<file path="config.mk">
export PLATFORM = sky130hd
export DESIGN_NAME = step_count_register
export DESIGN_NICKNAME = d
export VERILOG_FILES = /design/src/rtl/stepper_pkg.sv /design/src/rtl/step_count_register.sv
export SDC_FILE = /design/constraint.sdc
export NUM_CORES = 1
export LEC_CHECK = 0
export CORE_MARGIN = 2
export CORE_UTILIZATION = 58
export CTS_BUF_LIST = sky130_fd_sc_hd__clkbuf_2 sky130_fd_sc_hd__clkbuf_4 sky130_fd_sc_hd__clkbuf_8
export DETAILED_ROUTE_END_ITERATION = 12
export HOLD_SLACK_MARGIN = 0.02
export PLACE_DENSITY_LB_ADDON = 0.15
export SLEW_MARGIN = 20
export SYNTH_ARGS = -nofsm -noshare
export SYNTH_HDL_FRONTEND = slang
export SYNTH_SLANG_ARGS = --single-unit
</file>
<file path="constraint.sdc">
create_clock -name clk -period 4.2 [get_ports clk]
set_input_delay 0.42 -clock clk [delete_from_list [all_inputs] [get_ports clk]]
set_output_delay 0.42 -clock clk [all_outputs]
set_load 0.01 [all_outputs]
</file>
<file path="src/rtl/stepper_pkg.sv">
`default_nettype none
// ============================================================================
//  Module   : stepper_pkg
//  Purpose  : Shared types for the stepper-motor datapath: run-state encoding
//             and the sign-flag triple derived from a signed count.
//  Revision : 1.0  initial release
// ============================================================================
package stepper_pkg;

    typedef enum logic [0:0] {
        IDLE = 1'b0,
        RUN  = 1'b1
    } state_t;

    typedef struct packed {
        logic negative;
        logic positive;
        logic zero;
    } flags_t;

    // Callers pass the sign bit and the OR-reduction of the value, which keeps
    // the helper independent of the count width.
    function automatic flags_t sign_flags(input logic msb, input logic nonzero);
        flags_t f;
        f.negative = msb;
        f.positive = !msb && nonzero;
        f.zero     = !nonzero;
        return f;
    endfunction

endpackage
`default_nettype wire

</file>
<file path="src/rtl/step_count_register.sv">
`default_nettype none
// ============================================================================
//  Module   : step_count_register
//  Purpose  : Signed step-count register with manual load/inc/dec and a
//             tick-driven run mode that walks the count toward zero.
//  Revision : 1.0  initial release
// ============================================================================
module step_count_register
    import stepper_pkg::*;
#(
    parameter int WIDTH    = 8,
    parameter bit SATURATE = 1'b1
) (
    input  logic             clk,
    input  logic             reset_n,
    input  logic             load,
    input  logic [WIDTH-1:0] data,
    input  logic             increment,
    input  logic             decrement,
    input  logic             run,
    input  logic             tick,
    input  logic             abort,
    output logic [WIDTH-1:0] value,
    output logic             negative,
    output logic             positive,
    output logic             zero,
    output logic             busy,
    output logic             step,
    output logic             dir,
    output logic             done,
    output logic             overflow
);

    localparam logic [WIDTH-1:0] c_max = {1'b0, {(WIDTH-1){1'b1}}};
    localparam logic [WIDTH-1:0] c_min = {1'b1, {(WIDTH-1){1'b0}}};
    localparam logic [WIDTH-1:0] c_one = {{(WIDTH-1){1'b0}}, 1'b1};

    state_t           r_state;
    logic [WIDTH-1:0] r_value;
    flags_t           r_flags;
    logic             r_step;
    logic             r_dir;
    logic             r_done;
    logic             r_overflow;

    logic [WIDTH-1:0] w_inc;
    logic [WIDTH-1:0] w_dec;
    logic [WIDTH-1:0] w_step_value;
    logic [WIDTH-1:0] w_inc_limit;
    logic [WIDTH-1:0] w_dec_limit;
    logic             w_is_zero;

    state_t           w_next_state;
    logic [WIDTH-1:0] w_next_value;
    flags_t           w_next_flags;
    logic             w_next_step;
    logic             w_next_dir;
    logic             w_next_done;
    logic             w_next_overflow;

    assign w_inc        = r_value + c_one;
    assign w_dec        = r_value - c_one;
    assign w_is_zero    = (r_value == '0);
    // Auto-steps always move toward zero, so they can never cross an extreme.
    assign w_step_value = r_value[WIDTH-1] ? w_inc : w_dec;

    generate
        if (SATURATE) begin : g_saturate
            assign w_inc_limit = c_max;
            assign w_dec_limit = c_min;
        end else begin : g_wrap
            assign w_inc_limit = c_min;
            assign w_dec_limit = c_max;
        end
    endgenerate

    always_comb begin
        w_next_state    = r_state;
        w_next_value    = r_value;
        w_next_step     = 1'b0;
        w_next_dir      = r_dir;
        w_next_done     = 1'b0;
        w_next_overflow = r_overflow;
        case (r_state)
            IDLE: begin
                if (!abort) begin
                    if (run) begin
                        if (w_is_zero) begin
                            w_next_done = 1'b1;
                        end else begin
                            w_next_state = RUN;
                        end
                    end else if (load) begin
                        w_next_value    = data;
                        w_next_overflow = 1'b0;
                    end else if (increment) begin
                        if (r_value == c_max) begin
                            w_next_value    = w_inc_limit;
                            w_next_overflow = 1'b1;
                        end else begin
                            w_next_value = w_inc;
                        end
                    end else if (decrement) begin
                        if (r_value == c_min) begin
                            w_next_value    = w_dec_limit;
                            w_next_overflow = 1'b1;
                        end else begin
                            w_next_value = w_dec;
                        end
                    end
                end
            end
            RUN: begin
                if (abort) begin
                    w_next_state = IDLE;
                end else if (tick) begin
                    w_next_value = w_step_value;
                    w_next_step  = 1'b1;
                    w_next_dir   = r_value[WIDTH-1];
                    if (w_step_value == '0) begin
                        w_next_state = IDLE;
                        w_next_done  = 1'b1;
                    end
                end
            end
            default: begin
                w_next_state = IDLE;
            end
        endcase
    end

    // Flags come from the same next value as the count so they never lag it.
    assign w_next_flags = sign_flags(w_next_value[WIDTH-1], |w_next_value);

    always_ff @(posedge clk or negedge reset_n) begin
        if (!reset_n) begin
            r_state    <= IDLE;
            r_value    <= '0;
            r_flags    <= sign_flags(1'b0, 1'b0);
            r_step     <= 1'b0;
            r_dir      <= 1'b0;
            r_done     <= 1'b0;
            r_overflow <= 1'b0;
        end else begin
            r_state    <= w_next_state;
            r_value    <= w_next_value;
            r_flags    <= w_next_flags;
            r_step     <= w_next_step;
            r_dir      <= w_next_dir;
            r_done     <= w_next_done;
            r_overflow <= w_next_overflow;
        end
    end

    assign value    = r_value;
    assign negative = r_flags.negative;
    assign positive = r_flags.positive;
    assign zero     = r_flags.zero;
    assign busy     = (r_state == RUN);
    assign step     = r_step;
    assign dir      = r_dir;
    assign done     = r_done;
    assign overflow = r_overflow;

endmodule
`default_nettype wire

</file>
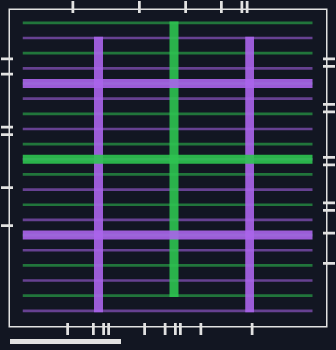
Figure 1: run 1, PDN straps and rails.
The bar under the picture is 20 um long. Pins as bars on the die edge.
| colour | net |
|---|---|
| purple | VSS |
| green | VDD |
rows: 19
met1 rails: 20
met5 straps: 3
met4 straps: 3
Max IR drop VDD: 0.000389 V
Die Width: 56.7 um
Die Span Y: 56.7 um
core area: 2690 um2

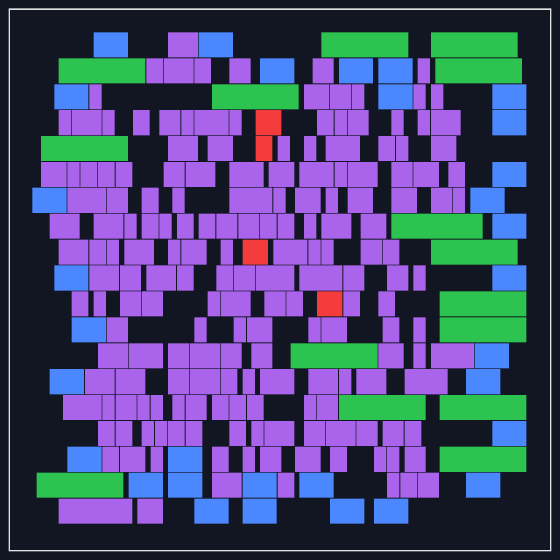
Figure 2: run 1, cells coloured by class.
| colour | class | cells | share of their area |
|---|---|---|---|
| red | clock drivers and dummy loads | 4 | 1.5% |
| blue | other buffers and delay cells | 31 | 17% |
| green | flip-flops | 15 | 21% |
| purple | all other logic | 181 | 61% |
Seq/total area: 20.1%
Final Util: 69.7%
Design Area, Final: 1870 um2

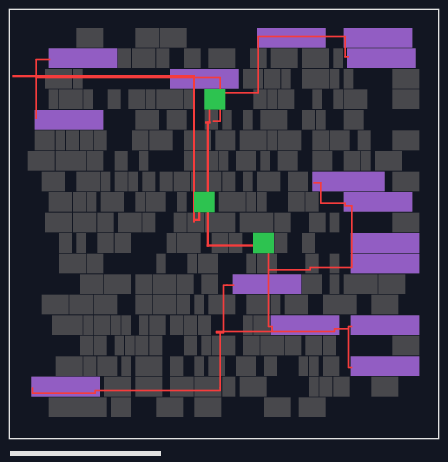
Figure 3: run 1, clock distribution.
The bar under the picture is 20 um long.
[red] clock wires | length: 248 um
[purple] flip-flops | count: 15
[green] cells driving clock nets | count: 3
routed clock nets: 4
flops lie: spread over the die
worst skew pair latency: 300 ps
fraction of power consumed by the clock network: 10.5%
P_clk: 89.9 uW
Clock Skew: 18.1 ps

-- run 1: power groups by stage --
stage                     Clock, uW  Sequential (uW)  Combinational, uW
final                          89.9              313                452
after global routing           95.8              318                485
after CTS                      90.6              305                445
after detailed placement          0              308                442
after global placement            0              302                433
after floorplan                   0              227                382
-- run 1: stage by stage --
| stage | power, uW | std cells | worst slack [ps] |
|---|---|---|---|
| after floorplan | 609 | 212 | 1560 |
| after global placement | 735 | 258 | 1120 |
| after detailed placement | 751 | 258 | 964 |
| after CTS | 841 | 262 | 1270 |
| after global routing | 899 | 262 | 992 |
| final | 855 | 262 | 1110 |
-- run 1: critical path: stages (launching register included) --
cell and delay (ps):
dfrtp_1 710, ha_1 400, nand3_1 300, o211a_1 330
o22a_1 200, a311oi_1 360, o2111ai_1 250, nor4_2 300
nor2b_1 170
==> GITHUB_STEP_SUMMARY, run 1 <==
## Synthesis and layout report

| Metric | Value |
|---|---|
| Outcome | `complete, no violations` |
| # fillers | `237` |
| Met3 wire length | `473 um` |
| FF-to-FF End | `zero$_DFF_PN1_` |
| Post-Synthesis Cells | `212` |
| Initial Util | `60.0%` |
| Psw | `422 uW` |
| Yosys stat area | `1610 um2` |
| Log Warnings | `28` |
| Final #Nets | `251` |
| Dominant register cell | `dfrtp_1` |
| Element type at the critical path start | `flop` |
| Top cell category | `multi-input combinational cells` |
| Yosys top cell by instances | `nand2_1` |
| Worst Path Max Fanout | `16` |
| Combinational Power Share | `52.9%` |
| Initial drt markers | `112` |
| WS Path Type | `flop to flop` |
| YS warnings | `0` |
| Vias in the first global route | `1,571` |
| Number of synthesized flops with an enable pin | `0` |
| Htree depth | `1` |
| Final Max-Slew Violation Tally | `0` |
--- run 2 (diff from run 1) ---
--- a/config.mk
+++ b/config.mk
@@ -6,7 +6,7 @@
 export NUM_CORES = 1
 export LEC_CHECK = 0
 export CORE_MARGIN = 2
-export CORE_UTILIZATION = 58
+export CORE_UTILIZATION = 48
 export CTS_BUF_LIST = sky130_fd_sc_hd__clkbuf_2 sky130_fd_sc_hd__clkbuf_4 sky130_fd_sc_hd__clkbuf_8
 export DETAILED_ROUTE_END_ITERATION = 12
 export HOLD_SLACK_MARGIN = 0.02
==> constraint.sdc (replaced) <==
create_clock -name clk -period 2.5 [get_ports clk]
set_input_delay 0.25 -clock clk [delete_from_list [all_inputs] [get_ports clk]]
set_output_delay 0.25 -clock clk [all_outputs]
set_load 0.01 [all_outputs]
==> run 2 against run 1 <==
- the run now ends with setup timing left
- clock-buffer cell count stayed put
- utilization is 5.0 points higher
- largest cell class unchanged
- via count is 9.8% higher
- wire length is 23% higher
- sequential share of layout area is 4.7 points lower
- global-route usage is 2.2 points higher
- register-to-register slack worse by 1100 ps
- highest routed layer unchanged
==> GITHUB_STEP_SUMMARY, run 2 <==
## Synthesis and layout report

| Metric | Value |
|---|---|
| R2r setup slk | `-10 ps (was 1110 ps)` |
| RSZ-0062 raised after global routing | `yes (was no)` |
| Clock-pin slew on the worst setup and hold paths | `110 ps (about the same)` |
| Worst slack, placed | `-182 ps (was 964 ps)` |
| WS Path Type | `flop to flop (unchanged)` |
| Final #Nets | `309 (was 251)` |
| Max incr delay on CP | `510 ps (was 710 ps)` |
| FF-to-FF End | `zero$_DFF_PN1_ (unchanged)` |
| Critical-path cell list | `buf_6 > buf_6 > or4_4 > nand2_4 > o21ai_2 > a211oi_2 > or4b_4 > nor4_4 > nor2b_1 (was ha_1 > nand3_1 > o211a_1 > o22a_1 > a311oi_1 > o2111ai_1 > nor4_2 > nor2b_1)` |
| Design Area, Final | `2450 um2 (was 1870 um2)` |
| Final Max-Slew Violation Tally | `0 (unchanged)` |
| Log Warnings | `30 (was 28)` |
| Clock Skew | `6.86 ps (was 18.1 ps)` |
| Htree depth | `1 (unchanged)` |
| Final Util | `74.7% (was 69.7%)` |
| Largest net degree at the start of global routing | `22 (was 29)` |
| Element type at the critical path start | `flop (unchanged)` |
| RR Startpoint | `value[0]$_DFF_PN0_ (unchanged)` |
| Slowest stage cell on the critical path | `or4b_4 (was dfrtp_1)` |
| Number of synthesized flops with an enable pin | `0 (unchanged)` |
| Critical path's most frequent cell | `buf_6` |
| YS warnings | `0 (unchanged)` |
| Most used routing layer | `met2 (unchanged)` |
| # fillers | `258 (was 237)` |
| Cell variety after synth | `56 (unchanged)` |
| Inst Count DP | `320 (was 258)` |
| Hpwl dp | `4370 um (was 3480 um)` |
| Final Total Pwr | `1860 uW (was 855 uW)` |
| Met3 wire length | `506 um (was 473 um)` |
| Dominant register cell | `dfrtp_1 (unchanged)` |
| Post-Synthesis Cells | `212 (unchanged)` |
| Initial Util | `49.1% (was 60.0%)` |
| Initial drt markers | `238 (was 112)` |
| Setup violators final | `1 (was 0)` |
| Yosys stat area | `1610 um2 (unchanged)` |
| Post-route insts no fill | `335 (was 262)` |
| Vias in the first global route | `1,838 (was 1,571)` |
| Avg Inst Size Synth | `7.60 um2 (unchanged)` |
| Setup TNS Final | `-9.59 ps (was 0 ps)` |
| Setup ws final | `-9.59 ps (was 1110 ps)` |
| Simple share | `33.9% (unchanged)` |
| Minimum clock period | `2510 ps (was 3090 ps)` |
| Failing checks | `setup timing` |
| Syn-to-layout area delta | `52.2% (was 16.1%)` |
| Worst skew pair latency | `310 ps (was 300 ps)` |
| Cell type with the largest total area | `dfrtp_1 (unchanged)` |
| Yosys top cell by instances | `nand2_1 (unchanged)` |
| First-pass GRT wire length | `9030 um (was 7630 um)` |
| Outcome | `finished with violations (was complete, no violations)` |
run 2: cell counts after synthesis:
Identical to the previous run, type by type.
run 2: final cells by class:
class	count	share of cell area, %
clock buffer	3	0.918
clock inverter	1	0.204
inverter	7	1.07
multi-input combinational	174	48.3
sequential	15	15.5
tap	46	2.35
timing repair buffer	89	31.7
run 2: cells by family (layout without fill, tap and decap cells):
group | after synthesis | after routing
simple gates | 103 | 103
compound gates | 56 | 56
buf+inv | 23 | 100
flops | 15 | 15
xor+xnor | 11 | 11
fa+ha+maj | 3 | 3
mux | 1 | 1
run 2: where the power goes:
group / internal, uW / switching, uW
sequential: 301 / 57.3
combinational: 654 / 686
clock: 60.0 / 101
run 2: worst max-delay path, delay by kind of cell, from the launching register on:
kind            cells  cell delay, ps
buf+inv             2             240
flops               1             480
compound gates      2             320
simple gates        5            1400
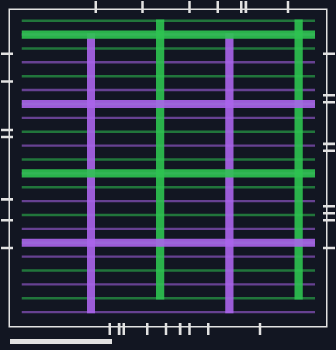
Figure 4: run 2, PDN straps and rails.
The bar under the picture is 20 um long. Pins as bars on the die edge.
| colour | net |
|---|---|
| green | VDD |
| purple | VSS |
met5 straps: 4
rows: 21
Max IR drop VDD: 0.000385 V
Die Width: 61.9 um
core area: 3280 um2
Die Span Y: 61.9 um

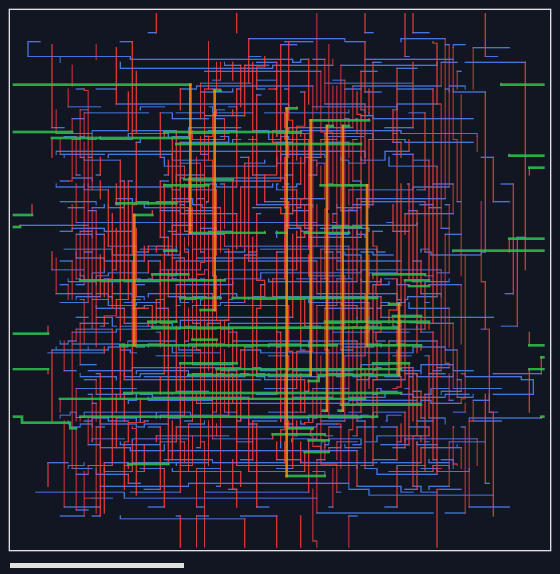
Figure 5: run 2, signal wires by layer.
The bar under the picture is 20 um long.
| colour | layer | wire length |
|---|---|---|
| orange | met4 | 220 um |
| green | met3 | 507 um |
| blue | met1 | 2,440 um |
| red | met2 | 2,770 um |
wirelength, routed: 5940 um
GRT Resource Usage Total: 32.7%
drt wl/cell: 17.7 um
Via Count: 1,977

--- run 3 (diff from run 2) ---
--- a/config.mk
+++ b/config.mk
@@ -5,12 +5,14 @@
 export SDC_FILE = /design/constraint.sdc
 export NUM_CORES = 1
 export LEC_CHECK = 0
+export ABC_CLOCK_PERIOD_IN_PS = 2500
 export CORE_MARGIN = 2
 export CORE_UTILIZATION = 48
 export CTS_BUF_LIST = sky130_fd_sc_hd__clkbuf_2 sky130_fd_sc_hd__clkbuf_4 sky130_fd_sc_hd__clkbuf_8
 export DETAILED_ROUTE_END_ITERATION = 12
 export HOLD_SLACK_MARGIN = 0.02
 export PLACE_DENSITY_LB_ADDON = 0.15
+export RECOVER_POWER = 50
 export SLEW_MARGIN = 20
 export SYNTH_ARGS = -nofsm -noshare
 export SYNTH_HDL_FRONTEND = slang
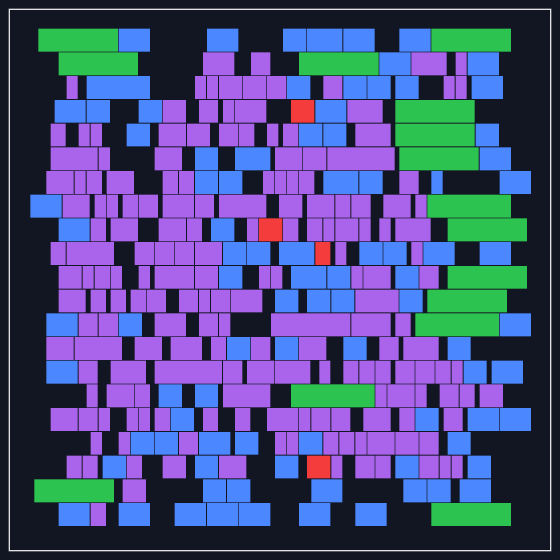
Figure 6: run 3, cells coloured by class.
| colour | class | cells | share of their area |
|---|---|---|---|
| green | flip-flops | 15 | 16% |
| red | clock drivers and dummy loads | 4 | 1.2% |
| blue | other buffers and delay cells | 89 | 32% |
| purple | all other logic | 181 | 51% |
Final Util: 74.6%
Seq/total area: 15.5%
Design Area, Final: 2450 um2
Rows: 21

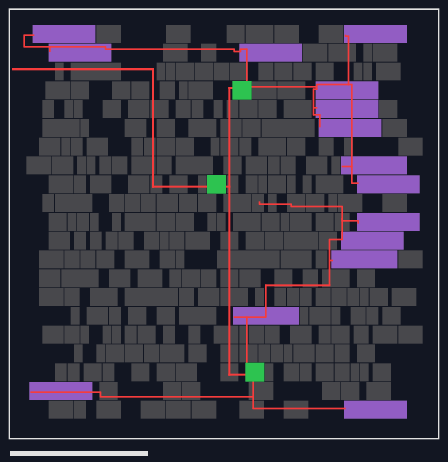
Figure 7: run 3, clock distribution.
The bar under the picture is 20 um long.
[red] clock wires | length: 294 um
[purple] flip-flops | count: 15
[green] cells driving clock nets | count: 3
routed clock nets: 4
Clock Skew: 8.49 ps
P_clk: 162 uW

==> run 3 against run 2 <==
- final cell count unchanged
- design area down 0.15%
- via count down 0.40%
- die area unchanged
- maximum frequency down 0.45%
- combinational power about the same
- total power down 0.21%
- the run still ends with setup timing left
- clock-buffer cell count unchanged
- critical path depth unchanged
- global-route usage unchanged
- wire length down 0.57%
==> GITHUB_STEP_SUMMARY, run 3 <==
## Synthesis and layout report

| Metric | Value |
|---|---|
| Outcome | `finished with violations (unchanged)` |
| Failing checks | `setup timing (unchanged)` |
| Cell type with the largest total area | `dfrtp_1 (unchanged)` |
| Sw Ratio | `45.5% (was 45.4%)` |
| Final Total Pwr | `1860 uW (about the same)` |
| Hpwl dp | `4370 um (unchanged)` |
| Dominant register cell | `dfrtp_1 (unchanged)` |
| Comb. pwr | `1340 uW (about the same)` |
| Total internal power | `1010 uW (was 1020 uW)` |
| FF-to-FF End | `zero$_DFF_PN1_ (unchanged)` |
| Drt wl/cell | `17.6 um (was 17.7 um)` |
| Fraction of power consumed by the clock network | `8.7% (about the same)` |
| R2r setup slk | `-20 ps (was -10 ps)` |
| Initial Util | `49.1% (unchanged)` |
| Setup ws final | `-21.0 ps (was -9.59 ps)` |
| Avg Inst Size Synth | `7.60 um2 (unchanged)` |
| Largest net degree at the start of global routing | `22 (unchanged)` |
| WS Path Type | `flop to flop (unchanged)` |
| Final #Nets | `309 (unchanged)` |
| Post-Synthesis Cells | `212 (unchanged)` |
| Minimum clock period | `2520 ps (was 2510 ps)` |
| Simple share | `33.9% (unchanged)` |
| Syn-to-layout area delta | `51.9% (was 52.2%)` |
| RSZ-0062 raised after global routing | `yes (unchanged)` |
| Setup violators final | `1 (unchanged)` |
| Logic share of the area | `48.4% (was 48.3%)` |
| Max IR drop VDD | `0.000385 V (about the same)` |
| First-pass GRT wire length | `9030 um (unchanged)` |
| Most used routing layer | `met2 (unchanged)` |
| Non-clock buffer share | `31.6% (was 31.7%)` |
| Die Width | `61.9 um (unchanged)` |
| Setup TNS Final | `-21.0 ps (was -9.59 ps)` |
| # Taps | `46 (unchanged)` |
| Initial drt markers | `227 (was 238)` |
| Clock-pin slew on the worst setup and hold paths | `110 ps (about the same)` |
| GRT Resource Usage Total | `32.7% (unchanged)` |
==> run 3: cell counts after synthesis <==
Identical to the previous run, type by type.
==> run 3: worst max-delay path by stage <==
stage	start	slack, ps	cells past startpoint	end
after detailed placement	abort	-180	8	zero$_DFF_PN1_
after CTS	value[0]$_DFF_PN0_	-30	8	zero$_DFF_PN1_
after global placement	abort	-90	8	zero$_DFF_PN1_
after floorplan	value[0]$_DFF_PN0_	40	8	zero$_DFF_PN1_
final	value[0]$_DFF_PN0_	-20	9	zero$_DFF_PN1_
after global routing	value[0]$_DFF_PN0_	-80	9	zero$_DFF_PN1_
==> run 3: stage by stage <==
stage,utilization (%),instances
detailed placement,67.9,320
finish,74.6,335
global placement,67.9,320
floorplan,-,212
global route,74.6,335
CTS,73.6,335
Power is estimated from default activity; no workload was simulated.
